### src/rtl/cm_merge_arbiter.sv
// cm_merge_arbiter
// Round-robin arbiter merging two clocked four-phase Send/Ack requesters onto
// one downstream Send/Ack stage. The granted requester's data is registered
// onto Data_out, Send_out is driven downstream, and the downstream Ack is
// returned only to the granted requester.
//
// Parameters:
//   DW          data width of each channel
//   SYNC_STAGES flops on each Send_in*/Ack_in sync chain (0 = sample directly)
//   CNT_W       width of the completed-transfer counter
//
// Ports:
//   clk, MR            clock; synchronous active-high master reset
//   en                 grant enable; low blocks new grants only
//   Send_in0/Data_in0  requester 0 send and data;  Ack_out0 ack to requester 0
//   Send_in1/Data_in1  requester 1 send and data;  Ack_out1 ack to requester 1
//   Send_out/Data_out  send and registered data to the downstream stage
//   Ack_in             ack from the downstream stage
//   grant              index of the current or last granted requester
//   busy               high while the FSM is outside IDLE
//   cp                 one-cycle pulse per downstream acceptance
//   xfer_cnt           completed transfers, wrapping
module cm_merge_arbiter #(
  parameter int unsigned DW          = 32,
  parameter int unsigned SYNC_STAGES = 2,
  parameter int unsigned CNT_W       = 16
) (
  input  logic             clk,
  input  logic             MR,
  input  logic             en,
  input  logic             Send_in0,
  input  logic [DW-1:0]    Data_in0,
  output logic             Ack_out0,
  input  logic             Send_in1,
  input  logic [DW-1:0]    Data_in1,
  output logic             Ack_out1,
  output logic             Send_out,
  output logic [DW-1:0]    Data_out,
  input  logic             Ack_in,
  output logic             grant,
  output logic             busy,
  output logic             cp,
  output logic [CNT_W-1:0] xfer_cnt
);

  typedef enum logic [1:0] {
    ST_IDLE,
    ST_REQ,
    ST_ACK
  } state_t;

  state_t r_state;
  state_t w_state_nx;

  // Synchronized views of Send_in0, Send_in1, Ack_in; all FSM decisions use these.
  logic w_s0;
  logic w_s1;
  logic w_a;

  generate
    if (SYNC_STAGES == 0) begin : g_nosync
      assign w_s0 = Send_in0;
      assign w_s1 = Send_in1;
      assign w_a  = Ack_in;
    end else begin : g_sync
      logic [SYNC_STAGES-1:0] r_sync_s0;
      logic [SYNC_STAGES-1:0] r_sync_s1;
      logic [SYNC_STAGES-1:0] r_sync_a;
      // Shift views one bit wider than the chain so a single-stage chain needs
      // no special case: the lower SYNC_STAGES bits are the next chain value.
      logic [SYNC_STAGES:0]   w_sh_s0;
      logic [SYNC_STAGES:0]   w_sh_s1;
      logic [SYNC_STAGES:0]   w_sh_a;

      assign w_sh_s0 = {r_sync_s0, Send_in0};
      assign w_sh_s1 = {r_sync_s1, Send_in1};
      assign w_sh_a  = {r_sync_a,  Ack_in};

      always_ff @(posedge clk) begin
        if (MR) begin
          r_sync_s0 <= '0;
          r_sync_s1 <= '0;
          r_sync_a  <= '0;
        end else begin
          r_sync_s0 <= w_sh_s0[SYNC_STAGES-1:0];
          r_sync_s1 <= w_sh_s1[SYNC_STAGES-1:0];
          r_sync_a  <= w_sh_a[SYNC_STAGES-1:0];
        end
      end

      assign w_s0 = r_sync_s0[SYNC_STAGES-1];
      assign w_s1 = r_sync_s1[SYNC_STAGES-1];
      assign w_a  = r_sync_a[SYNC_STAGES-1];
    end
  endgenerate

  logic             r_send;
  logic             r_ack0;
  logic             r_ack1;
  logic [DW-1:0]    r_data;
  logic             r_grant;
  logic             r_busy;
  logic             r_cp;
  logic [CNT_W-1:0] r_cnt;

  logic             w_send_nx;
  logic             w_ack0_nx;
  logic             w_ack1_nx;
  logic [DW-1:0]    w_data_nx;
  logic             w_grant_nx;
  logic             w_cp_nx;
  logic [CNT_W-1:0] w_cnt_nx;

  // Winner in IDLE: a lone requester wins; on a tie the port not granted last wins.
  logic w_sel;
  // Synchronized send of the currently granted port.
  logic w_s_g;

  assign w_sel = (w_s0 && w_s1) ? ~r_grant : w_s1;
  assign w_s_g = r_grant ? w_s1 : w_s0;

  always_comb begin
    w_state_nx = r_state;
    w_send_nx  = r_send;
    w_ack0_nx  = r_ack0;
    w_ack1_nx  = r_ack1;
    w_data_nx  = r_data;
    w_grant_nx = r_grant;
    w_cp_nx    = 1'b0;
    w_cnt_nx   = r_cnt;
    case (r_state)
      ST_IDLE: begin
        if (en && (w_s0 || w_s1)) begin
          w_grant_nx = w_sel;
          w_data_nx  = w_sel ? Data_in1 : Data_in0;
          w_send_nx  = 1'b1;
          w_state_nx = ST_REQ;
        end
      end
      ST_REQ: begin
        if (w_a) begin
          // Send drops on the same edge the ack is raised, so Send_out and
          // Ack_out are never high together.
          w_send_nx  = 1'b0;
          if (r_grant) begin
            w_ack1_nx = 1'b1;
          end else begin
            w_ack0_nx = 1'b1;
          end
          w_cp_nx    = 1'b1;
          w_cnt_nx   = r_cnt + 1'b1;
          w_state_nx = ST_ACK;
        end
      end
      ST_ACK: begin
        if (!w_s_g && !w_a) begin
          w_ack0_nx  = 1'b0;
          w_ack1_nx  = 1'b0;
          w_state_nx = ST_IDLE;
        end
      end
      default: begin
        w_state_nx = ST_IDLE;
      end
    endcase
  end

  always_ff @(posedge clk) begin
    if (MR) begin
      r_state <= ST_IDLE;
      r_send  <= 1'b0;
      r_ack0  <= 1'b0;
      r_ack1  <= 1'b0;
      r_data  <= '0;
      r_grant <= 1'b1;
      r_busy  <= 1'b0;
      r_cp    <= 1'b0;
      r_cnt   <= '0;
    end else begin
      r_state <= w_state_nx;
      r_send  <= w_send_nx;
      r_ack0  <= w_ack0_nx;
      r_ack1  <= w_ack1_nx;
      r_data  <= w_data_nx;
      r_grant <= w_grant_nx;
      r_busy  <= (w_state_nx != ST_IDLE);
      r_cp    <= w_cp_nx;
      r_cnt   <= w_cnt_nx;
    end
  end

  assign Send_out = r_send;
  assign Ack_out0 = r_ack0;
  assign Ack_out1 = r_ack1;
  assign Data_out = r_data;
  assign grant    = r_grant;
  assign busy     = r_busy;
  assign cp       = r_cp;
  assign xfer_cnt = r_cnt;

endmodule

### config.mk
export PLATFORM = sky130hd
export DESIGN_NAME = cm_merge_arbiter
export DESIGN_NICKNAME = d
export VERILOG_FILES = /design/src/rtl/cm_merge_arbiter.sv
export SDC_FILE = /design/constraint.sdc
export NUM_CORES = 1
export LEC_CHECK = 0
export CAP_MARGIN = 20
export CORE_ASPECT_RATIO = 1.4
export CORE_MARGIN = 8
export CORE_UTILIZATION = 45
export CTS_BUF_LIST = sky130_fd_sc_hd__clkbuf_4
export CTS_CLUSTER_DIAMETER = 40
export CTS_CLUSTER_SIZE = 10
export DETAILED_ROUTE_END_ITERATION = 7
export PLACE_DENSITY_LB_ADDON = 0.25
export SETUP_SLACK_MARGIN = 0.5
export SYNTH_ARGS = -nofsm -noshare
export SYNTH_HDL_FRONTEND = slang
export SYNTH_SLANG_ARGS = --single-unit
### constraint.sdc
create_clock -name clk -period 3.54 [get_ports clk]
set_clock_uncertainty 0.2 [all_clocks]
set_input_delay 0.354 -clock clk [delete_from_list [all_inputs] [get_ports clk]]
set_output_delay 0.354 -clock clk [all_outputs]
set_load 0.05 [all_outputs]
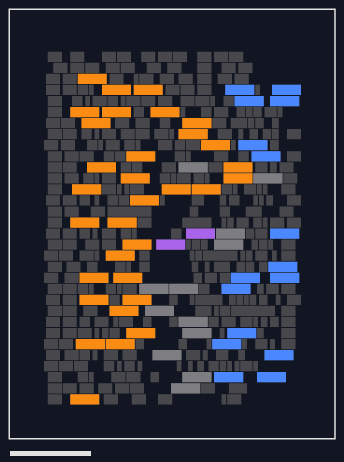
Run 1: where the registers sit
Bar = 20 um. Other sequential cells in the stronger gray, the rest of the logic in the fainter gray.
| signal | color | sequential cells |
|---|---|---|
| xfer_cnt | blue | 16 |
| r_state | purple | 2 |
| Data_out | orange | 32 |
not colored: 12
post-layout util: 72.58%
seq pwr: 0.000741 W
sequential cell area share: 30.95%

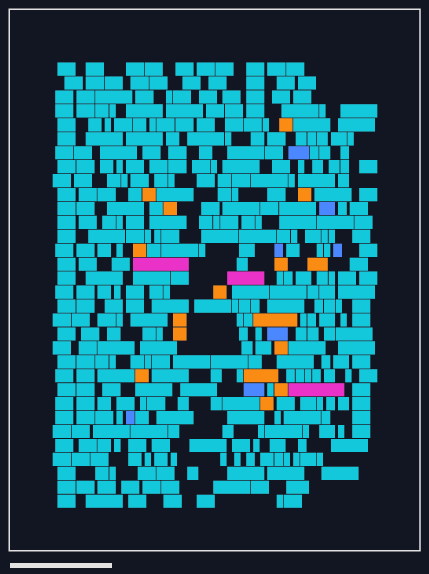
Run 1: sizing map
Bar = 20 um.
| size | color | cells |
|---|---|---|
| x6 and larger | magenta | 3 |
| x2 | blue | 7 |
| x1 and smaller | cyan | 369 |
| x3 and x4 | orange | 16 |
final setup margin: 1.203 ns
Non-clock buffers: 126

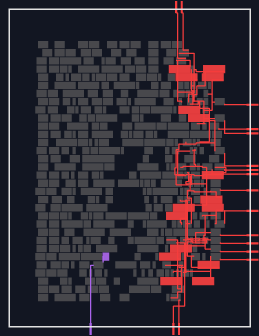
Run 1: port wiring
| port | color | direction | end cells | wire |
|---|---|---|---|---|
| xfer_cnt | red | output | 16 | 714 um |
| Send_in1 | purple | input | 1 | 22.8 um |
port bufs: 123
IO Count: 124

==> flow_summary.toml, run 1 <==
# generated from flow reports
[timing]
setup_viol = 0
worst_pin_slew_ns = 0.6732
max_freq_ghz = 0.4278

[die]
chipArea_um2 = 8413
core_um2 = 5525
num_rows = 32

[cts]
cts_tree = "done"
clockBufferDepth = 2
ctsResizeCount = 0

[setup_path]
path_max_fanout = 6
required_ns = 2.99
crit_chain = "clkdlybuf4s50_1"
crit_end = "grant"
rr_startpoint = "r_state[0]$_SDFF_PP0_"

[final_layout]
stdcell_area_um2 = 4010
flop-count = 62
layout.nets = 461
sh_comb_area_pct = 31.29
final-comb-area_um2 = 1255
inv_count = 3

[pwr]
total_power_w = 0.001579
p_leak_nw = 1.354

[yosys]
yosys_area_um2 = 2567
synthesis.area_um2 = 2567
numSynthFlops = 62
synth-edff-count = 0

[job]
log.warning_count = 26
cap_violations = 0

[placed_design]
post-place-cells = 447

[grt]
first_global_vias = 2484
antenna_found_initial = 0

[outcome]
status = "complete, no violations"

[drt]
drtIter0Drc = 175
-- run 1: worst min path at each step --
stage / startpoint / to / slack, ns / depth (start not counted)
final: g_sync.r_sync_a[0]$_SDFF_PP0_ / g_sync.r_sync_a[1]$_SDFF_PP0_ / 0.25 / 1
after global routing: g_sync.r_sync_s0[0]$_SDFF_PP0_ / g_sync.r_sync_s0[1]$_SDFF_PP0_ / 0.26 / 1
after CTS: MR / Data_out[20]$_SDFFE_PP0P_ / 0.22 / 2
after detailed placement: g_sync.r_sync_a[0]$_SDFF_PP0_ / g_sync.r_sync_a[1]$_SDFF_PP0_ / 0.23 / 1
after global placement: g_sync.r_sync_s1[0]$_SDFF_PP0_ / g_sync.r_sync_s1[1]$_SDFF_PP0_ / 0.23 / 1
after floorplan: g_sync.r_sync_a[0]$_SDFF_PP0_ / g_sync.r_sync_a[1]$_SDFF_PP0_ / 0.21 / 1
-- run 1: registers in the layout, summed over array words and instances, names as in the netlist --
name / flops
Ack_out0: 1
Ack_out1: 1
Data_out: 32
Send_out: 1
busy: 1
cp: 1
g_sync.r_sync_a: 2
g_sync.r_sync_s0: 2
g_sync.r_sync_s1: 2
grant: 1
r_state: 2
xfer_cnt: 16
-- run 1: power breakdown --
part	total (W)	internal, W	switching (W)
clock	0.000535	0.000298	0.000237
sequential	0.000741	0.000725	0.0000165
combinational	0.000302	0.000143	0.000159
total	0.00158	0.00117	0.000412
-- run 1: layer usage --
metal  track usage (%)  wire length (um)  up-vias
li1                  -                 -     1213
met1             17.12              2594     1102
met2             29.28              3607       97
met3             7.483               763       13
met4             8.616               166        0
met5                 0                 0        -
-- run 1: cell usage after synthesis (all sizes together) (2+ instances only) --
| cell type | count | share of area (%) |
|---|---|---|
| or3 | 4 | 0.97 |
| xnor2 | 7 | 2.4 |
| nor2b | 8 | 1.9 |
| mux2i | 32 | 12 |
| nand4 | 5 | 1.2 |
| nand2 | 7 | 1.0 |
| nor4 | 4 | 0.97 |
| nor2 | 52 | 7.6 |
| nor3 | 3 | 0.58 |
| a21oi | 10 | 1.9 |
| mux2 | 2 | 0.88 |
| nand3 | 4 | 0.78 |
| a211oi | 32 | 9.4 |
| xor2 | 3 | 1.0 |
| clkbuf | 14 | 2.0 |
| inv | 3 | 0.44 |
| dfxtp | 62 | 48 |
| buf | 6 | 1.1 |
| o21ai | 3 | 0.58 |
| or4 | 2 | 0.73 |
-- run 1: layout by cell type (no fill, tap or decap), types with 5 or more instances in the layout --
cell type        netlist  layout
clkbuf_4               0      11
nand2_1                7       7
nor2_1                52      52
clkdlybuf4s50_1        0     122
dfxtp_1               62      62
nand4_1                5       5
nor2b_1                8       8
a21oi_1               10      10
xnor2_1                7       7
mux2i_1               32      32
a211oi_1              32      32
-- run 1: cells by family after synthesis --
| kind of cell | count (synthesis) | share of synthesized area, % |
|---|---|---|
| buffers and inverters | 23 | 3.558 |
| and+or+nand+nor | 93 | 17.45 |
| adders and majority gates | 1 | 0.4873 |
| muxes | 34 | 13.35 |
| AOI/OAI and AO/OA | 50 | 13.40 |
| xor gates and xnor gates | 10 | 3.412 |
| DFF | 62 | 48.34 |
Run 1, signal wires by layer:
Bar = 20 um.
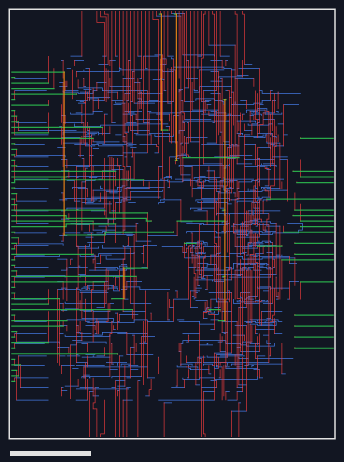

==> run 1 -> run 2 <==
Settings changed: CORE_UTILIZATION 45 to 42.
Clock period 3.54 ns to 2.2 ns, I/O delays scaled along.
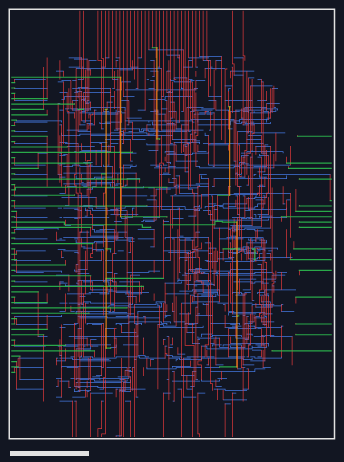
Run 2: signal wires by layer
Bar = 20 um.
| layer | color | wire length |
|---|---|---|
| M4 | orange | 178 um |
| M3 | green | 780 um |
| M1 | blue | 2860 um |
| M2 | red | 3950 um |

==> flow_summary.toml, run 2 <==
# generated from flow reports
[job]
log.warning_count = 29

[pwr]
total_power_w = 0.002542
p_clk_share_pct = 33.9
internal_power_w = 0.001850
seqPwrFrac_pct = 46.4
p_switching_w = 0.0006917
swShare_pct = 27.21

[setup_path]
path_max_fanout = 6

[yosys]
common_cells = "dfxtp_1, nor2_1, a211oi_1, mux2i_1, clkbuf_1"
ys_top_cells_by_area = "dfxtp_1, mux2i_1, a211oi_1"
most_common_cell = "dfxtp_1"

[cts]
clockBufferDepth = 2

[min_path]
hp-start = "MR"

[die]
ioPinCount = 124
core_um2 = 5904

[final_layout]
lay_top_cells = "clkdlybuf4s50_1, nor2_1, clkdlybuf4s15_2"
largest_reg_flops = 32

[drt]
drtIter0Drc = 92

[outcome]
status = "complete, no violations"

[timing]
setup_viol = 0
## run 2: cell types whose count changed in the layout (fill, tap and decap cells not counted), moves of 3 or more
cell and delta:
buf_2 +3, dfxtp_4 +13, buf_4 +15, dfxtp_2 +4, clkdlybuf4s15_2 +48, clkdlybuf4s50_1 -54, dfxtp_1 -17
## run 2: how the worst max path moves through the flow
stage                              startpoint                        end
floorplan            xfer_cnt[3]$_SDFFE_PP0P_  xfer_cnt[14]$_SDFFE_PP0P_
global placement                           en  Data_out[16]$_SDFFE_PP0P_
detailed placement                         en  Data_out[26]$_SDFFE_PP0P_
CTS                 xfer_cnt[11]$_SDFFE_PP0P_               xfer_cnt[11]
global route         xfer_cnt[0]$_SDFFE_PP0P_  xfer_cnt[15]$_SDFFE_PP0P_
finish               xfer_cnt[0]$_SDFFE_PP0P_  xfer_cnt[15]$_SDFFE_PP0P_
## run 2: per-layer routing
layer  GRT usage (%)  share of wire [%]  vias up
li1                -                  -     1240
met1           17.68                 37     1156
met2           28.41                 51       92
met3           8.472                 10       14
met4           9.572                2.3        0
met5               0                  0        -
## run 2: worst max-delay path: stages, from the launching register on
cell,delay [ns]
dfxtp_4,0.39
nand3_4,0.11
or4_4,0.56
or3_4,0.35
a21oi_2,0.14
## run 2: cell families (layout without fill, tap and decap cells)
family	Yosys count	in the layout	share of synthesized area, %
AND-OR/OR-AND	50	50	13.40
flip-flops	62	62	48.34
multiplexers	34	34	13.35
XOR/XNOR	10	10	3.412
adder cells (fa/ha/maj)	1	1	0.4873
AND/OR/NAND/NOR	93	93	17.45
buffers and inverters	23	165	3.558
## run 2: timing repair
action / 4_1_cts / 5_1_grt
pin swaps: 4 / 2
buffers inserted: 9 / 6
setup endpoints to repair: 77 / 20
cloned: 2 / 0
resized: 168 / 17
## run 2: area by class of cell
cell class	instances	area (um^2)	area share, %
Tap cell	70	87.58	2.001
Multi-Input combinational cell	188	1329	30.36
Inverter	3	11.26	0.2573
Sequential cell	62	1295	29.59
Clock buffer	10	75.07	1.715
Timing Repair Buffer	146	1503	34.33
Clock inverter	6	76.32	1.744
## run 2: metrics by stage
step	cell area [um^2]	utilization (%)	worst slack (ns)	cells
global route	4377	74.13	0.3515	485
detailed placement	3963	67.11	0.2009	452
floorplan	2636	-	0.3732	273
CTS	4303	72.88	0.2946	479
global placement	3963	67.11	0.3173	452
finish	4377	74.13	0.4022	485
## run 2: power by group through the flow
stage	clock (W)	combinational [W]	sequential, W
floorplan	0	0.000132	0.00133
global placement	0	0.000491	0.00120
detailed placement	0	0.000497	0.00121
CTS	0.000881	0.000504	0.00118
global route	0.000933	0.000535	0.00119
finish	0.000862	0.000500	0.00118
No activity file was given, so power comes from the tool's default toggle rates.
